Fig. 1: run 1, supply network
Bar = 20 um. Pins as bars on the die edge.
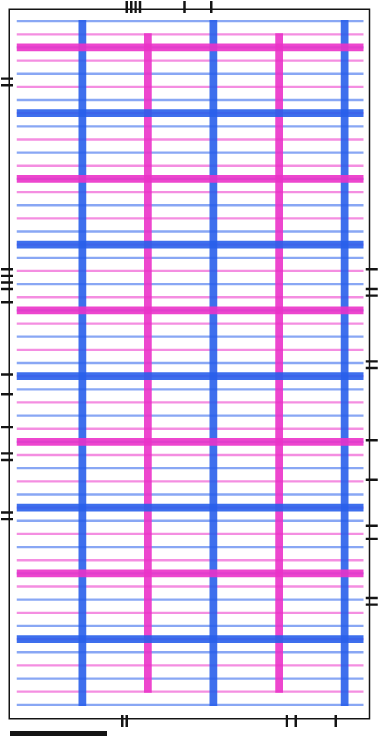
Fig. 2: run 1, placement by cell class
Bar = 20 um.
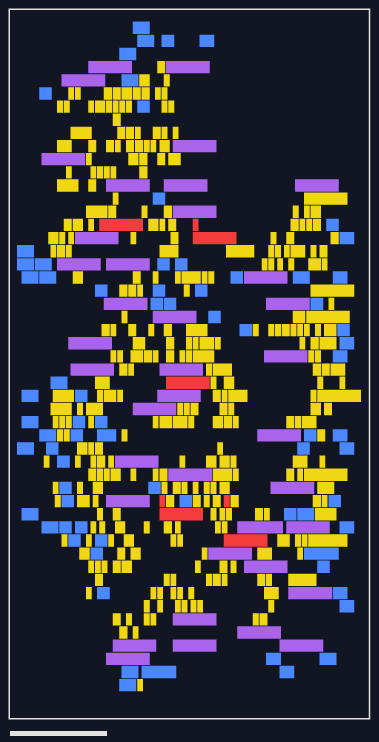
Fig. 3: run 1, clock distribution
Bar = 20 um.
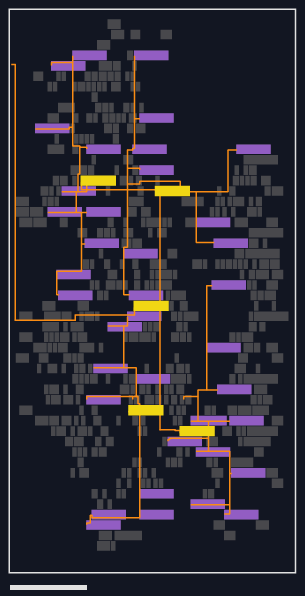
## config.mk

```make
export PLATFORM = sky130hd
export DESIGN_NAME = quad_step_emitter_flat
export DESIGN_NICKNAME = d
export VERILOG_FILES = /design/src/rtl/quad_step_emitter_if.sv /design/src/rtl/quad_step_emitter.sv /design/src/flat_wrapper.sv
export SDC_FILE = /design/constraint.sdc
export NUM_CORES = 1
export LEC_CHECK = 0
export ABC_AREA = 1
export CAP_MARGIN = 10
export CORE_ASPECT_RATIO = 2
export CORE_MARGIN = 1
export CORE_UTILIZATION = 25
export DETAILED_ROUTE_END_ITERATION = 10
export PLACE_DENSITY = 0.48
export SYNTH_ARGS = -nofsm -noshare
export SYNTH_HDL_FRONTEND = slang
export SYNTH_SLANG_ARGS = --single-unit
```

## constraint.sdc

```tcl
create_clock -name clk -period 1.8 [get_ports clk]
set_clock_uncertainty 0.05 [all_clocks]
set_input_delay 0.45 -clock clk [delete_from_list [all_inputs] [get_ports clk]]
set_output_delay 0.45 -clock clk [all_outputs]
set_load 0.03 [all_outputs]
```

## src/rtl/quad_step_emitter_if.sv

```systemverilog
// Command and output bundle for the quadrature step emitter.
// The master side issues move commands and observes the quadrature outputs;
// the slave side is the emitter itself.
interface quad_step_emitter_if #(
    parameter int CNT_W = 8,
    parameter int DIV_W = 8
);
    logic             cmd_valid;
    logic             cmd_ready;
    logic             cmd_dir;
    logic [CNT_W-1:0] cmd_steps;
    logic [DIV_W-1:0] cmd_period;
    logic             cmd_abort;
    logic             qa;
    logic             qb;
    logic             step_pulse;
    logic             dir;
    logic             busy;
    logic             done;
    logic [CNT_W-1:0] pos;

    modport master (
        output cmd_valid, cmd_dir, cmd_steps, cmd_period, cmd_abort,
        input  cmd_ready, qa, qb, step_pulse, dir, busy, done, pos
    );

    modport slave (
        input  cmd_valid, cmd_dir, cmd_steps, cmd_period, cmd_abort,
        output cmd_ready, qa, qb, step_pulse, dir, busy, done, pos
    );
endinterface

```

## src/rtl/quad_step_emitter.sv

```systemverilog
// Quadrature step transmitter: accepts a move command (direction, step count,
// step period) and walks the (qa,qb) Gray sequence one phase per step, keeping
// a wrap-around position count. Phase and position persist across moves so a
// new move always continues from where the previous one stopped.
module quad_step_emitter #(
    parameter int CNT_W = 8,
    parameter int DIV_W = 8
) (
    input  logic              clk,
    input  logic              rst,
    quad_step_emitter_if.slave bus
);

    typedef enum logic {
        IDLE = 1'b0,
        RUN  = 1'b1
    } state_t;

    state_t           state, state_nxt;
    logic             qa_r, qa_nxt;
    logic             qb_r, qb_nxt;
    logic [CNT_W-1:0] pos_r, pos_nxt;
    logic             dir_r, dir_nxt;
    logic [CNT_W-1:0] rem_r, rem_nxt;
    logic [DIV_W-1:0] div_r, div_nxt;
    logic [DIV_W-1:0] per_r, per_nxt;
    logic             step_r, step_nxt;
    logic             done_r, done_nxt;

    // Next (qa,qb) one phase along the sequence 00->10->11->01 (up) or its
    // reverse (down); only one bit ever changes.
    function automatic logic [1:0] gray_next(input logic [1:0] ab, input logic up);
        if (up)
            return {~ab[0], ab[1]};
        else
            return {ab[0], ~ab[1]};
    endfunction

    // A period of 0 behaves like 1, so the divider reload value saturates at 0.
    function automatic logic [DIV_W-1:0] period_reload(input logic [DIV_W-1:0] p);
        if (p == '0)
            return '0;
        else
            return p - DIV_W'(1);
    endfunction

    // State and datapath registers; everything clears on asynchronous reset.
    always_ff @(posedge clk or posedge rst) begin
        if (rst) begin
            state  <= IDLE;
            qa_r   <= 1'b0;
            qb_r   <= 1'b0;
            pos_r  <= '0;
            dir_r  <= 1'b0;
            rem_r  <= '0;
            div_r  <= '0;
            per_r  <= '0;
            step_r <= 1'b0;
            done_r <= 1'b0;
        end else begin
            state  <= state_nxt;
            qa_r   <= qa_nxt;
            qb_r   <= qb_nxt;
            pos_r  <= pos_nxt;
            dir_r  <= dir_nxt;
            rem_r  <= rem_nxt;
            div_r  <= div_nxt;
            per_r  <= per_nxt;
            step_r <= step_nxt;
            done_r <= done_nxt;
        end
    end

    // Command acceptance, step timing, abort and completion decisions.
    always_comb begin
        logic [1:0] ab_adv;

        state_nxt = state;
        qa_nxt    = qa_r;
        qb_nxt    = qb_r;
        pos_nxt   = pos_r;
        dir_nxt   = dir_r;
        rem_nxt   = rem_r;
        div_nxt   = div_r;
        per_nxt   = per_r;
        step_nxt  = 1'b0;
        done_nxt  = 1'b0;
        ab_adv    = gray_next({qa_r, qb_r}, dir_r);

        case (state)
            IDLE: begin
                if (bus.cmd_valid) begin
                    dir_nxt = bus.cmd_dir;
                    rem_nxt = bus.cmd_steps;
                    per_nxt = period_reload(bus.cmd_period);
                    div_nxt = period_reload(bus.cmd_period);
                    // An empty move completes immediately without touching the phase.
                    if (bus.cmd_steps == '0)
                        done_nxt = 1'b1;
                    else
                        state_nxt = RUN;
                end
            end
            RUN: begin
                // Abort wins over a step that would otherwise fall on this edge.
                if (bus.cmd_abort) begin
                    state_nxt = IDLE;
                end else if (div_r != '0) begin
                    div_nxt = div_r - DIV_W'(1);
                end else begin
                    qa_nxt   = ab_adv[1];
                    qb_nxt   = ab_adv[0];
                    pos_nxt  = dir_r ? pos_r + CNT_W'(1) : pos_r - CNT_W'(1);
                    rem_nxt  = rem_r - CNT_W'(1);
                    div_nxt  = per_r;
                    step_nxt = 1'b1;
                    if (rem_r == CNT_W'(1)) begin
                        state_nxt = IDLE;
                        done_nxt  = 1'b1;
                    end
                end
            end
            default: state_nxt = IDLE;
        endcase
    end

    assign bus.cmd_ready  = (state == IDLE);
    assign bus.busy       = (state == RUN);
    assign bus.qa         = qa_r;
    assign bus.qb         = qb_r;
    assign bus.pos        = pos_r;
    assign bus.dir        = dir_r;
    assign bus.step_pulse = step_r;
    assign bus.done       = done_r;

endmodule

```

## src/flat_wrapper.sv

```systemverilog
// flat-port wrapper written by rule: the top's interface ports become plain ports
module quad_step_emitter_flat 
#(
    parameter int CNT_W = 8,
    parameter int DIV_W = 8
)
  (clk, rst, bus_cmd_valid, bus_cmd_dir, bus_cmd_steps, bus_cmd_period, bus_cmd_abort, bus_cmd_ready, bus_qa, bus_qb, bus_step_pulse, bus_dir, bus_busy, bus_done, bus_pos);
  quad_step_emitter_if #(.CNT_W(CNT_W), .DIV_W(DIV_W)) bus_i ();
  input  logic clk;
  input  logic rst;
  input wire logic [$bits(bus_i.cmd_valid)-1:0] bus_cmd_valid;
  input wire logic [$bits(bus_i.cmd_dir)-1:0] bus_cmd_dir;
  input wire logic [$bits(bus_i.cmd_steps)-1:0] bus_cmd_steps;
  input wire logic [$bits(bus_i.cmd_period)-1:0] bus_cmd_period;
  input wire logic [$bits(bus_i.cmd_abort)-1:0] bus_cmd_abort;
  output wire logic [$bits(bus_i.cmd_ready)-1:0] bus_cmd_ready;
  output wire logic [$bits(bus_i.qa)-1:0] bus_qa;
  output wire logic [$bits(bus_i.qb)-1:0] bus_qb;
  output wire logic [$bits(bus_i.step_pulse)-1:0] bus_step_pulse;
  output wire logic [$bits(bus_i.dir)-1:0] bus_dir;
  output wire logic [$bits(bus_i.busy)-1:0] bus_busy;
  output wire logic [$bits(bus_i.done)-1:0] bus_done;
  output wire logic [$bits(bus_i.pos)-1:0] bus_pos;
  assign bus_i.cmd_valid = bus_cmd_valid;
  assign bus_i.cmd_dir = bus_cmd_dir;
  assign bus_i.cmd_steps = bus_cmd_steps;
  assign bus_i.cmd_period = bus_cmd_period;
  assign bus_i.cmd_abort = bus_cmd_abort;
  assign bus_cmd_ready = bus_i.cmd_ready;
  assign bus_qa = bus_i.qa;
  assign bus_qb = bus_i.qb;
  assign bus_step_pulse = bus_i.step_pulse;
  assign bus_dir = bus_i.dir;
  assign bus_busy = bus_i.busy;
  assign bus_done = bus_i.done;
  assign bus_pos = bus_i.pos;
  quad_step_emitter #(.CNT_W(CNT_W), .DIV_W(DIV_W)) u_core (.clk(clk), .rst(rst), .bus(bus_i));
endmodule
```

==> impl_metrics.env, run 1 <==
# source this file to load flow results
export IMPL_global_route_usage_total=0.1415
export IMPL_worst_path_buf_inv=1
export IMPL_area_fraction_in_mux_cells=0
export IMPL_postSynthRegisterBits=38
export IMPL_cp_max_fo=1
export IMPL_cellPowerDensity_nw_per_um2=1138
export IMPL_max_freq_mhz=569.4
export IMPL_topCellsByArea="sky130_fd_sc_hd__dfrtp_1 (36%), sky130_fd_sc_hd__nand2_1 (15%), sky130_fd_sc_hd__inv_1 (6.8%)"
export IMPL_portBuffers=35
export IMPL_synth_cellmix_adderShare=0.06523
export IMPL_areaGrowthSynthToFinish_pct=38.37
export IMPL_instances_no_fill=571
export IMPL_layout_area_comb_sq_um=1505
export IMPL_ratio_of_final_minimum_period_to_clock_period=0.9757
export IMPL_yosysCellCount=362
export IMPL_setup_viol=0
export IMPL_asyncSetResetFlopFracSynth=1.000
export IMPL_drt_pass1_iterations=4
export IMPL_timing_critical_path_slowest_cell_delay_ns=0.66
export IMPL_use_met3=0.01932
export IMPL_gr_usage_met1=0.1395
export IMPL_ant_nets=0
export IMPL_layout_nets=469
export IMPL_detailed_route_drc_error_count=0
export IMPL_kind_of_launch_point_of_the_worst_setup_path="register"
export IMPL_route_vias_total=2518
export IMPL_timing_max_cap_violations=0
export IMPL_fill_cells=1111
export IMPL_enable_flop_cells=0
export IMPL_yosys_area_sq_um=2609
export IMPL_clockBufferDepth=2
export IMPL_cell_type_with_the_highest_aggregate_area_in_the_netlist="sky130_fd_sc_hd__dfrtp_1"
export IMPL_synth_top_cell_by_count="sky130_fd_sc_hd__nand2_1"
export IMPL_place_hpwl_mm=5.583
export IMPL_lay_top_cells="sky130_fd_sc_hd__nand2_1 (101), sky130_fd_sc_hd__inv_1 (45), sky130_fd_sc_hd__buf_4 (38)"
export IMPL_route_top_layer_used="met4"
export IMPL_io_pins=36
export IMPL_antenna_found_initial=0
export IMPL_static_power_due_to_leakage_nw=1.849
export IMPL_critical_path_endpoint_type="primary output"
export IMPL_dr_wl_met2_mm=3.971
export IMPL_tns_ns=0
export IMPL_regArea_sq_um=952.2
export IMPL_numCtsBuffers=5
export IMPL_synth_cellmix_simpleShare=0.3165
export IMPL_max_slew_worst_pin_slew_ns=0.4354
export IMPL_global_route_wire_length_before_repair_mm=11.69
export IMPL_cp_required_ns=1.30
export IMPL_vias_per_cell=4.410
export IMPL_worst_hold_slack_ns=0.4377
export IMPL_timing_final_hold_violations=0
export IMPL_antenna_cells=0
export IMPL_lay_top_count="sky130_fd_sc_hd__nand2_1"
export IMPL_timing_slew_headroom=0.7071
export IMPL_grt_max_degree=39
export IMPL_synthesized_nets=396
export IMPL_path_delay_family="buffers and inverters"
export IMPL_routed_wirelength_mm=6.994
export IMPL_drive_gt1_frac=0.1812
export IMPL_dieArea_sq_um=10870
export IMPL_rsz_0062_raised_after_global_routing="true"
export IMPL_wire_per_inst_um=12.25
export IMPL_yosysTopAreaCellShare=0.3645
export IMPL_log_warning_count=30
export IMPL_total_power_mw=4.107
export IMPL_clk_pin_slew_ns=0.06
export IMPL_post_synth_seq_share=0.3645
export IMPL_met1Wirelength_mm=2.605
export IMPL_drt_initial_drc_count=81
export IMPL_mappedNetlistArea_sq_um=2609
export IMPL_crit_path_cell_trace="clkdlybuf4s50_1"
export IMPL_ff_type="sky130_fd_sc_hd__dfrtp_1"
export IMPL_arrival_time_at_the_worst_endpoint_ns=1.26
export IMPL_cp_max_delay_cell="sky130_fd_sc_hd__clkdlybuf4s50_1"
export IMPL_route_met3_wl_um=152
export IMPL_yosys_top_cells_count="sky130_fd_sc_hd__nand2_1 (101), sky130_fd_sc_hd__inv_1 (47), sky130_fd_sc_hd__dfrtp_1 (38), sky130_fd_sc_hd__o21ai_0 (27), sky130_fd_sc_hd__nand3_1 (26)"
export IMPL_synth_cells=362
export IMPL_worst_setup_path_type="reg2out"
export IMPL_gr_max_usage_layer="met2"
export IMPL_synth_cell_types=38
export IMPL_synth_logic_top_family="simple AND/OR/NAND/NOR gates"
export IMPL_setup_ws_ns=0.04381
export IMPL_avgSynthCellArea_sq_um=7.206
export IMPL_grt_overflow_total=0
export IMPL_type_of_the_worst_min_delay_path="reg2reg"
export IMPL_htree_levels=2
export IMPL_cts_root_buffer="sky130_fd_sc_hd__clkbuf_16"
export IMPL_met2_use_gr=0.2673
export IMPL_core_density_at_floorplan=0.2570
export IMPL_report_final_slew_viol_count=0
export IMPL_place_gp_congestion=0.8625
export IMPL_outcome="finished clean"
export IMPL_place_ws_ns=-0.1912
export IMPL_tritoncts_clock_tree="built"
export IMPL_ys_warn_count=0
export IMPL_cts_sinks=38
export IMPL_synthAoiAreaFrac=0.1257
export IMPL_grt_pass1_vias=2584
export IMPL_timing_final_crit_period_ns=1.756
export IMPL_ys_sh_xor=0.03309
export IMPL_dp_cells=561
export IMPL_placement_cell_area_sq_um=3358
About Fig. 1:
Key: magenta = VDD; blue = VSS
5 straps on met4. 36 signal pins sit on the boundary.
placeable core area: 10150 sq um
die width: 74.23 um
height of the die: 146.5 um
worst ir drop on vdd: 0.4090 mV

About Fig. 2:
Key: blue = other buffers and delay cells [cells 74]; purple = flops [cells 38]; yellow = combinational and other logic [cells 316]; red = clock drivers and dummy loads [cells 8]
design area: 3610 sq um
sequential share of cell area: 0.2638
Rows: 52
final core utilization: 0.3556

About Fig. 3:
Key: orange = clock wires [length 665 um]; purple = flip-flops [count 38]; yellow = clock drivers [count 5]
There are 6 routed clock nets.
Clk Latency, worst-skew pair: 0.28 ns
share of power burned in the clock network: 0.208
Clock net power: 0.854 mW

-- run 1: report_power, final --
part / internal, mW / switching, mW / total (mW)
registers: 1.09 / 0.238 / 1.33
clock network: 0.516 / 0.338 / 0.854
logic: 0.828 / 1.09 / 1.92
-- run 1: state kept, by name, indices dropped and copies added, names as in the netlist --
name,count
u_core.bus.pos,8
u_core.div_r,8
u_core.per_r,8
u_core.rem_r,8
u_core.bus.busy,1
u_core.bus.dir,1
u_core.bus.done,1
u_core.bus.qa,1
u_core.bus.qb,1
u_core.bus.step_pulse,1
-- run 1: timing repair --
item,4_1_cts,5_1_grt
setup buffers,0,2
resized,14,17
hold buffers,0,0
pin swaps,0,3
cloned,0,0
setup endpoints to repair,13,9
-- run 1: worst paths after layout --
path,startpoint,end,slack [ns],depth (start not counted)
max in group asynchronous,rst,u_core.bus.dir,1.03,3
min in group asynchronous,rst,u_core.div_r[7],0.47,3
hold reg to reg,u_core.per_r[1],u_core.per_r[1],0.44,2
setup / recovery,u_core.bus.step_pulse,bus_step_pulse,0.04,1
hold / removal,u_core.per_r[1],u_core.per_r[1],0.44,2
setup reg to reg,u_core.bus.dir,u_core.bus.pos[6],0.10,11
-- run 1: layout make-up --
cell class              count  share of cell area
clock buffers               8             0.03778
inverters                  51             0.05407
well taps                 135             0.04679
multi-input cells         265              0.4170
repair buffers             74              0.1806
flip-flops and latches     38              0.2638
-- run 1: cells by family after synthesis --
logic type / Yosys count
AND/OR/NAND/NOR: 184
AND-OR/OR-AND: 59
XOR/XNOR: 9
adder cells (fa/ha/maj): 13
flip-flops: 38
buffers and inverters: 59
-- run 1: tightest hold or removal path: cells and delay by family (launching register included) --
kind / cells / cell delay, ns
AND/OR/NAND/NOR: 2 / 0.11
flip-flops: 1 / 0.34
Fig. 4: run 1, placement view
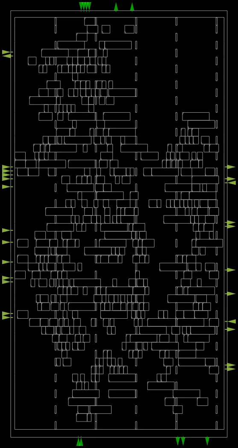

==> run 2: changes to the inputs <==
CORE_MARGIN = 2   (was 1)
Fig. 5: run 2, placement view
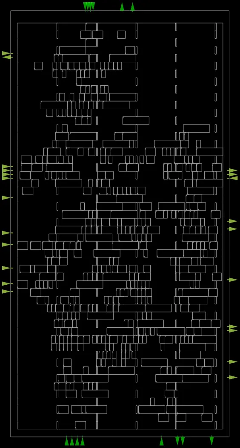
Fill cells: 1097
Tapcell Cnt: 135
sequential share of cell area: 0.2623

Fig. 6: run 2, supply network
Bar = 20 um. Pins as bars on the die edge.
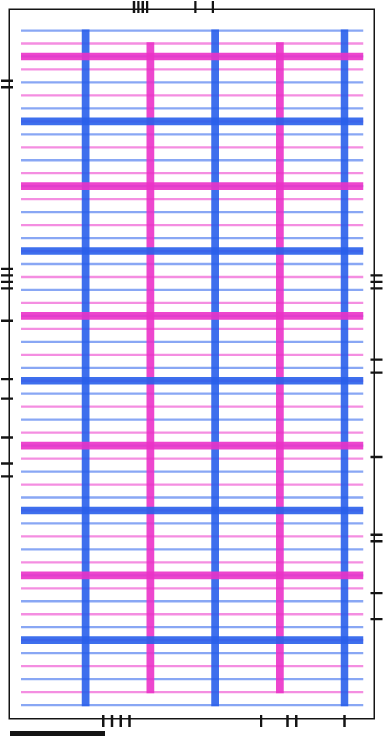
Key: blue = VSS; magenta = VDD
5 straps on met4. The core has 52 rows. 53 met1 rails follow the rows. 10 straps on met5.
height of the die: 148.5 um
worst ir drop on vdd: 0.4975 mV
die width: 76.23 um

==> run 2 against run 1 <==
Design area is 0.55% higher. Wire length is 4.2% higher. Sequential power hardly changed. Flip-flop count stayed put. Critical path type unchanged. Largest cell class unchanged. Count of clock-buffer cells in the layout is 1 lower. Area after synthesis stayed put. Maximum frequency is 0.21% lower.
==> impl_metrics.env, run 2 <==
# source this file to load flow results
export IMPL_outcome="finished clean"
export IMPL_static_power_due_to_leakage_nw=1.859
export IMPL_mappedNetlistArea_sq_um=2609
export IMPL_place_ws_ns=-0.3067
export IMPL_path_delay_family="buffers and inverters"
export IMPL_synthesized_nets=396
export IMPL_detailed_route_drc_error_count=0
export IMPL_yosys_top_cells_count="sky130_fd_sc_hd__nand2_1 (101), sky130_fd_sc_hd__inv_1 (47), sky130_fd_sc_hd__dfrtp_1 (38), sky130_fd_sc_hd__o21ai_0 (27), sky130_fd_sc_hd__nand3_1 (26)"
export IMPL_comb_cell_share=0.4161
export IMPL_ys_warn_count=0
export IMPL_synth_cell_types=38
export IMPL_drt_initial_drc_count=111
export IMPL_lay_top_cells="sky130_fd_sc_hd__nand2_1 (100), sky130_fd_sc_hd__inv_1 (45), sky130_fd_sc_hd__buf_4 (37), sky130_fd_sc_hd__dfrtp_1 (37)"
export IMPL_vias_per_cell=4.477
export IMPL_dieArea_sq_um=11320
export IMPL_wire_per_inst_um=12.75
export IMPL_kind_of_launch_point_of_the_worst_setup_path="register"
export IMPL_ff_type="sky130_fd_sc_hd__dfrtp_1"
export IMPL_total_power_mw=4.215
export IMPL_cell_type_with_the_highest_aggregate_area_in_the_netlist="sky130_fd_sc_hd__dfrtp_1"
export IMPL_timing_critical_path_slowest_cell_delay_ns=0.66
export IMPL_num_multi_input_gates=266
export IMPL_worst_setup_path_type="reg2out"
export IMPL_clockBufferDepth=2
export IMPL_ys_sh_xor=0.03309
export IMPL_report_final_slew_viol_count=0
export IMPL_log_warning_count=31
export IMPL_synth_logic_top_family="simple AND/OR/NAND/NOR gates"
export IMPL_route_vias_total=2561
export IMPL_postLayoutCellArea_sq_um=3630
export IMPL_cp_required_ns=1.30
export IMPL_timing_final_hold_violations=0
export IMPL_tritoncts_clock_tree="built"
export IMPL_clk_pin_slew_ns=0.06
export IMPL_global_route_wire_length_before_repair_mm=11.82
export IMPL_topCellsByArea="sky130_fd_sc_hd__dfrtp_1 (36%), sky130_fd_sc_hd__nand2_1 (15%), sky130_fd_sc_hd__inv_1 (6.8%)"
export IMPL_hold_buffers=0
export IMPL_cts_sinks=38
export IMPL_synth_cellmix_adderShare=0.06523
export IMPL_instances_no_fill=572
export IMPL_routed_wirelength_mm=7.291
export IMPL_cellPowerDensity_nw_per_um2=1161
export IMPL_final_clk_cell_share=0.04068
export IMPL_synthAoiAreaFrac=0.1257
export IMPL_area_fraction_in_mux_cells=0
export IMPL_grt_max_degree=39
export IMPL_enable_flop_cells=0
export IMPL_numCtsBuffers=5
export IMPL_portBuffers=35
export IMPL_avgSynthCellArea_sq_um=7.206
export IMPL_core_density_at_floorplan=0.2570
export IMPL_tns_ns=0
export IMPL_dp_cells=560
export IMPL_timing_max_cap_violations=0
export IMPL_drive_gt1_frac=0.1922
export IMPL_critical_path_endpoint_type="primary output"
export IMPL_cp_max_fo=1
export IMPL_place_gp_congestion=0.8863
export IMPL_sequential_cell_count=38
export IMPL_io_pins=36
export IMPL_setup_ws_ns=0.04010
export IMPL_timing_final_crit_period_ns=1.760
export IMPL_type_of_the_worst_min_delay_path="reg2reg"
export IMPL_layout_area_comb_sq_um=1510
export IMPL_global_route_usage_total=0.1323
export IMPL_htree_levels=2
export IMPL_buffer_area_frac=0.1806
export IMPL_yosysCellCount=362
export IMPL_areaGrowthSynthToFinish_pct=39.14
export IMPL_clock_buffers=7
export IMPL_placeableCoreArea_sq_um=10150
export IMPL_yosys_area_sq_um=2609
export IMPL_max_freq_mhz=568.2
export IMPL_nNonClkBuffers=74
Fig. 7: run 2, clock distribution
Bar = 20 um.
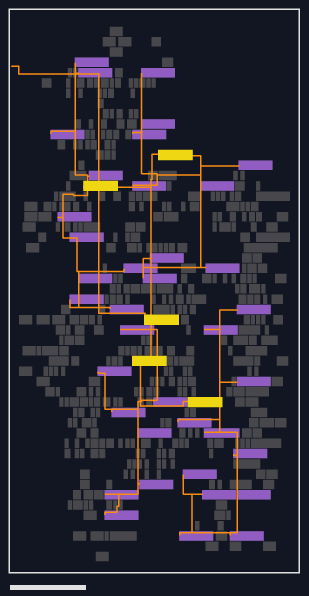
Key: purple = flip-flops [count 38]; yellow = clock drivers [count 5]; orange = clock wires [length 683 um]
There are 6 routed clock nets.
share of power burned in the clock network: 0.213
Clock net power: 0.898 mW

run 2: cell counts after synthesis:
Identical to the previous run, type by type.
run 2: path summary, 6_finish.rpt:
path / from / to / slack, ns / cells past startpoint
max: u_core.bus.step_pulse / bus_step_pulse / 0.04 / 1
min: u_core.per_r[4] / u_core.per_r[4] / 0.44 / 2
max reg2reg: u_core.bus.dir / u_core.bus.pos[7] / 0.06 / 11
min reg2reg: u_core.per_r[4] / u_core.per_r[4] / 0.44 / 2
max in group asynchronous: rst / u_core.bus.dir / 1.03 / 3
min in group asynchronous: rst / u_core.per_r[7] / 0.46 / 3
run 2: repair_timing:
action | 4_1_cts | 5_1_grt
pin swaps | 0 | 4
gates cloned | 0 | 1
buffers inserted | 1 | 2
setup endpoints to repair | 13 | 16
resized | 14 | 21
run 2: kinds of logic after synthesis:
group,count (synthesis)
buffers and inverters,59
XOR/XNOR,9
AND/OR/NAND/NOR,184
flip-flops,38
AND-OR/OR-AND,59
adder cells (fa/ha/maj),13
run 2: per-layer routing:
| metal | global-route usage | wire (um) | vias up |
|---|---|---|---|
| li1 | - | - | 1316 |
| met1 | 0.1309 | 2708 | 1176 |
| met2 | 0.2664 | 4176 | 58 |
| met3 | 0.02002 | 242 | 11 |
| met4 | 0.05455 | 164 | 0 |
| met5 | 0 | 0 | - |
run 2: report_power, final:
group / switching (mW) / internal, mW / total [mW]
clock: 0.349 / 0.549 / 0.898
combinational: 1.13 / 0.851 / 1.98
sequential: 0.238 / 1.09 / 1.33
total: 1.72 / 2.49 / 4.21
Fig. 8: run 2, routed metal, one colour a layer
Two of the layers only.
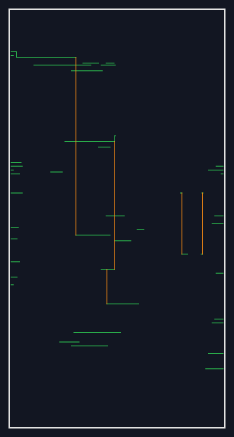

==> run 3: changes to the inputs <==
SKIP_CTS_REPAIR_TIMING = 1   (was default)
SKIP_LAST_GASP = 1   (was default)
Fig. 9: run 3, routed metal, one colour a layer
Two of the layers only.
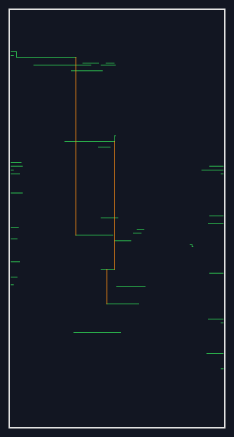
Key: green = metal 3 [wire length 235 um]; orange = metal 4 [wire length 121 um]
combined global-route utilization of all metal layers: 0.1319
WL final: 7.261 mm
wire per inst: 12.72 um

Fig. 10: run 3, placement view
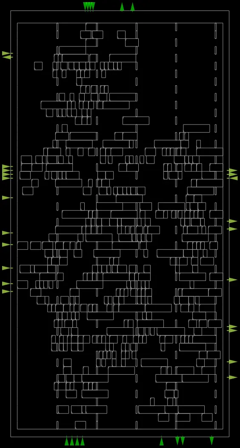
count of non-filler cells in the finished layout: 571
sequential share of cell area: 0.2621
Fill cells: 1093
sequential cell count: 38
final core utilization: 0.3580

==> run 3 against run 2 <==
Sequential power about the same. Power shrank 0.83%. Via count is 0.43% lower. Critical path depth did not move. Non-clock buffer count fell by 1. Utilization about the same. Maximum frequency decreased by 0.18%. Cell count shrank 0.17%. Largest cell class unchanged. Highest routed layer unchanged.
==> impl_metrics.env, run 3 <==
# source this file to load flow results
export IMPL_cts_sinks=38
export IMPL_clock_net_power_mw=0.902
export IMPL_ff_type="sky130_fd_sc_hd__dfrtp_1"
export IMPL_vias_per_cell=4.466
export IMPL_clockBufferDepth=2
export IMPL_dieArea_sq_um=11320
export IMPL_timing_final_crit_period_ns=1.763
export IMPL_static_power_due_to_leakage_nw=1.992
export IMPL_critical_path_endpoint_type="primary output"
export IMPL_use_met3=0.02002
export IMPL_cellPowerDensity_nw_per_um2=1150
export IMPL_lay_top_cells="sky130_fd_sc_hd__nand2_1 (100), sky130_fd_sc_hd__inv_1 (46), sky130_fd_sc_hd__buf_4 (38)"
export IMPL_setup_viol=0
export IMPL_max_freq_mhz=567.2
export IMPL_cell_type_with_the_highest_aggregate_area_in_the_netlist="sky130_fd_sc_hd__dfrtp_1"
export IMPL_enable_flop_cells=0
export IMPL_timing_max_cap_violations=0
export IMPL_cp_max_fo=1
export IMPL_drt_pass1_iterations=4
export IMPL_layout_area_comb_sq_um=1489
export IMPL_place_gp_congestion=0.8863
export IMPL_ys_warn_count=0
export IMPL_placeableCoreArea_sq_um=10150
export IMPL_powerComb_mw=1.94
export IMPL_dp_cells=560
export IMPL_ant_nets=0
export IMPL_yosys_top_cells_count="sky130_fd_sc_hd__nand2_1 (101), sky130_fd_sc_hd__inv_1 (47), sky130_fd_sc_hd__dfrtp_1 (38), sky130_fd_sc_hd__o21ai_0 (27), sky130_fd_sc_hd__nand3_1 (26)"
export IMPL_clk_pin_slew_ns=0.06
export IMPL_kind_of_launch_point_of_the_worst_setup_path="register"
export IMPL_report_final_slew_viol_count=0
export IMPL_met2_use_gr=0.2655
export IMPL_regArea_sq_um=952.2
export IMPL_timing_critical_path_slowest_cell_delay_ns=0.66
export IMPL_type_of_the_worst_min_delay_path="reg2reg"
export IMPL_grt_max_degree=39
export IMPL_gr_max_usage_layer="met2"
export IMPL_power_clock_fraction=0.216
export IMPL_yosysTopAreaCellShare=0.3645
export IMPL_htree_levels=2
export IMPL_avgSynthCellArea_sq_um=7.206
export IMPL_internal_power_mw=2.496
export IMPL_topCellsByArea="sky130_fd_sc_hd__dfrtp_1 (36%), sky130_fd_sc_hd__nand2_1 (15%), sky130_fd_sc_hd__inv_1 (6.8%)"
export IMPL_core_density_at_floorplan=0.2570
export IMPL_log_warning_count=29
export IMPL_timing_final_hold_violations=0
export IMPL_yosys_area_sq_um=2609
export IMPL_synthesized_nets=396
export IMPL_gr_usage_met1=0.1305
export IMPL_portBuffers=35
export IMPL_yosysCellCount=362
export IMPL_global_route_wire_length_before_repair_mm=11.78
export IMPL_numCtsBuffers=5
export IMPL_detailed_route_drc_error_count=0
export IMPL_postLayoutCellArea_sq_um=3633
export IMPL_tritoncts_clock_tree="built"
export IMPL_power_combinational_fraction=0.465
export IMPL_route_vias_total=2550
export IMPL_die_h_um=148.5
export IMPL_mappedNetlistArea_sq_um=2609
export IMPL_areaGrowthSynthToFinish_pct=39.28
export IMPL_drt_initial_drc_count=98
export IMPL_synth_cell_types=38
export IMPL_io_pins=36
export IMPL_swShare=0.4029
export IMPL_sequentialPowerShare=0.319
export IMPL_worst_setup_path_type="reg2out"
export IMPL_total_power_mw=4.180
export IMPL_seq_power_mw=1.33
export IMPL_p_sw_mw=1.684
export IMPL_outcome="finished clean"
export IMPL_drive_gt1_frac=0.1812
export IMPL_post_synth_seq_share=0.3645
export IMPL_die_w_um=76.23
export IMPL_cp_required_ns=1.30
export IMPL_power_top_consumer="combinational logic"
export IMPL_path_delay_family="buffers and inverters"
Fig. 11: run 3, supply network
Bar = 20 um. Pins as bars on the die edge.
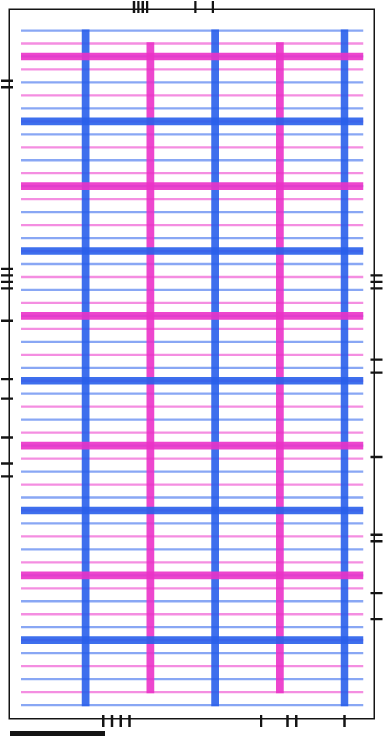
Key: blue = VSS; magenta = VDD
5 straps on met4. 36 signal pins sit on the boundary. 10 straps on met5.
worst ir drop on vdd: 0.4978 mV

-- run 3: netlist changes by cell type in the layout (fill, tap and decap cells not counted), sizes merged --
cell | previous run | this run
dlygate4sd2 | 12 | 0
dlymetal6s2s | 0 | 12
buf | 41 | 40
-- run 3: path summary, 6_finish.rpt --
| check | depth (start not counted) | from | end | slack [ns] |
|---|---|---|---|---|
| setup / recovery | 1 | u_core.bus.step_pulse | bus_step_pulse | 0.04 |
| hold / removal | 2 | u_core.per_r[4] | u_core.per_r[4] | 0.44 |
| setup reg to reg | 11 | u_core.bus.dir | u_core.bus.pos[6] | 0.07 |
| hold reg to reg | 2 | u_core.per_r[4] | u_core.per_r[4] | 0.44 |
| max in group asynchronous | 3 | rst | u_core.bus.dir | 1.02 |
| min in group asynchronous | 3 | rst | u_core.per_r[7] | 0.47 |
-- run 3: metrics by stage --
stage	TNS [ns]	utilization	setup WS, ns
global route	-0.01917	0.3580	-0.01281
floorplan	0	-	0.05030
detailed placement	-3.878	0.3301	-0.3067
global placement	-2.919	0.3301	-0.2508
CTS	-0.9398	0.3447	-0.1803
finish	0	0.3580	0.03688
-- run 3: cell families after synthesis --
family | Yosys count | synth area share
flops | 38 | 0.3645
fa+ha+maj | 13 | 0.06523
compound gates | 59 | 0.1257
simple gates | 184 | 0.3165
buf+inv | 59 | 0.09496
xor+xnor | 9 | 0.03310
-- run 3: routing by layer --
metal  vias to the layer above  routed length, um
met5                         -                  0
met4                         0                121
met3                         7                234
met2                        52               4169
met1                      1176               2735
li1                       1315                  -
-- run 3: cell type report --
class | count | area share
Clock inverter | 1 | 0.001377
Tap cell | 135 | 0.04649
Sequential cell | 38 | 0.2621
Multi-Input combinational cell | 266 | 0.4098
Clock buffer | 7 | 0.03926
Inverter | 51 | 0.05372
Timing Repair Buffer | 73 | 0.1873
Power and IR drop assume default switching activity.
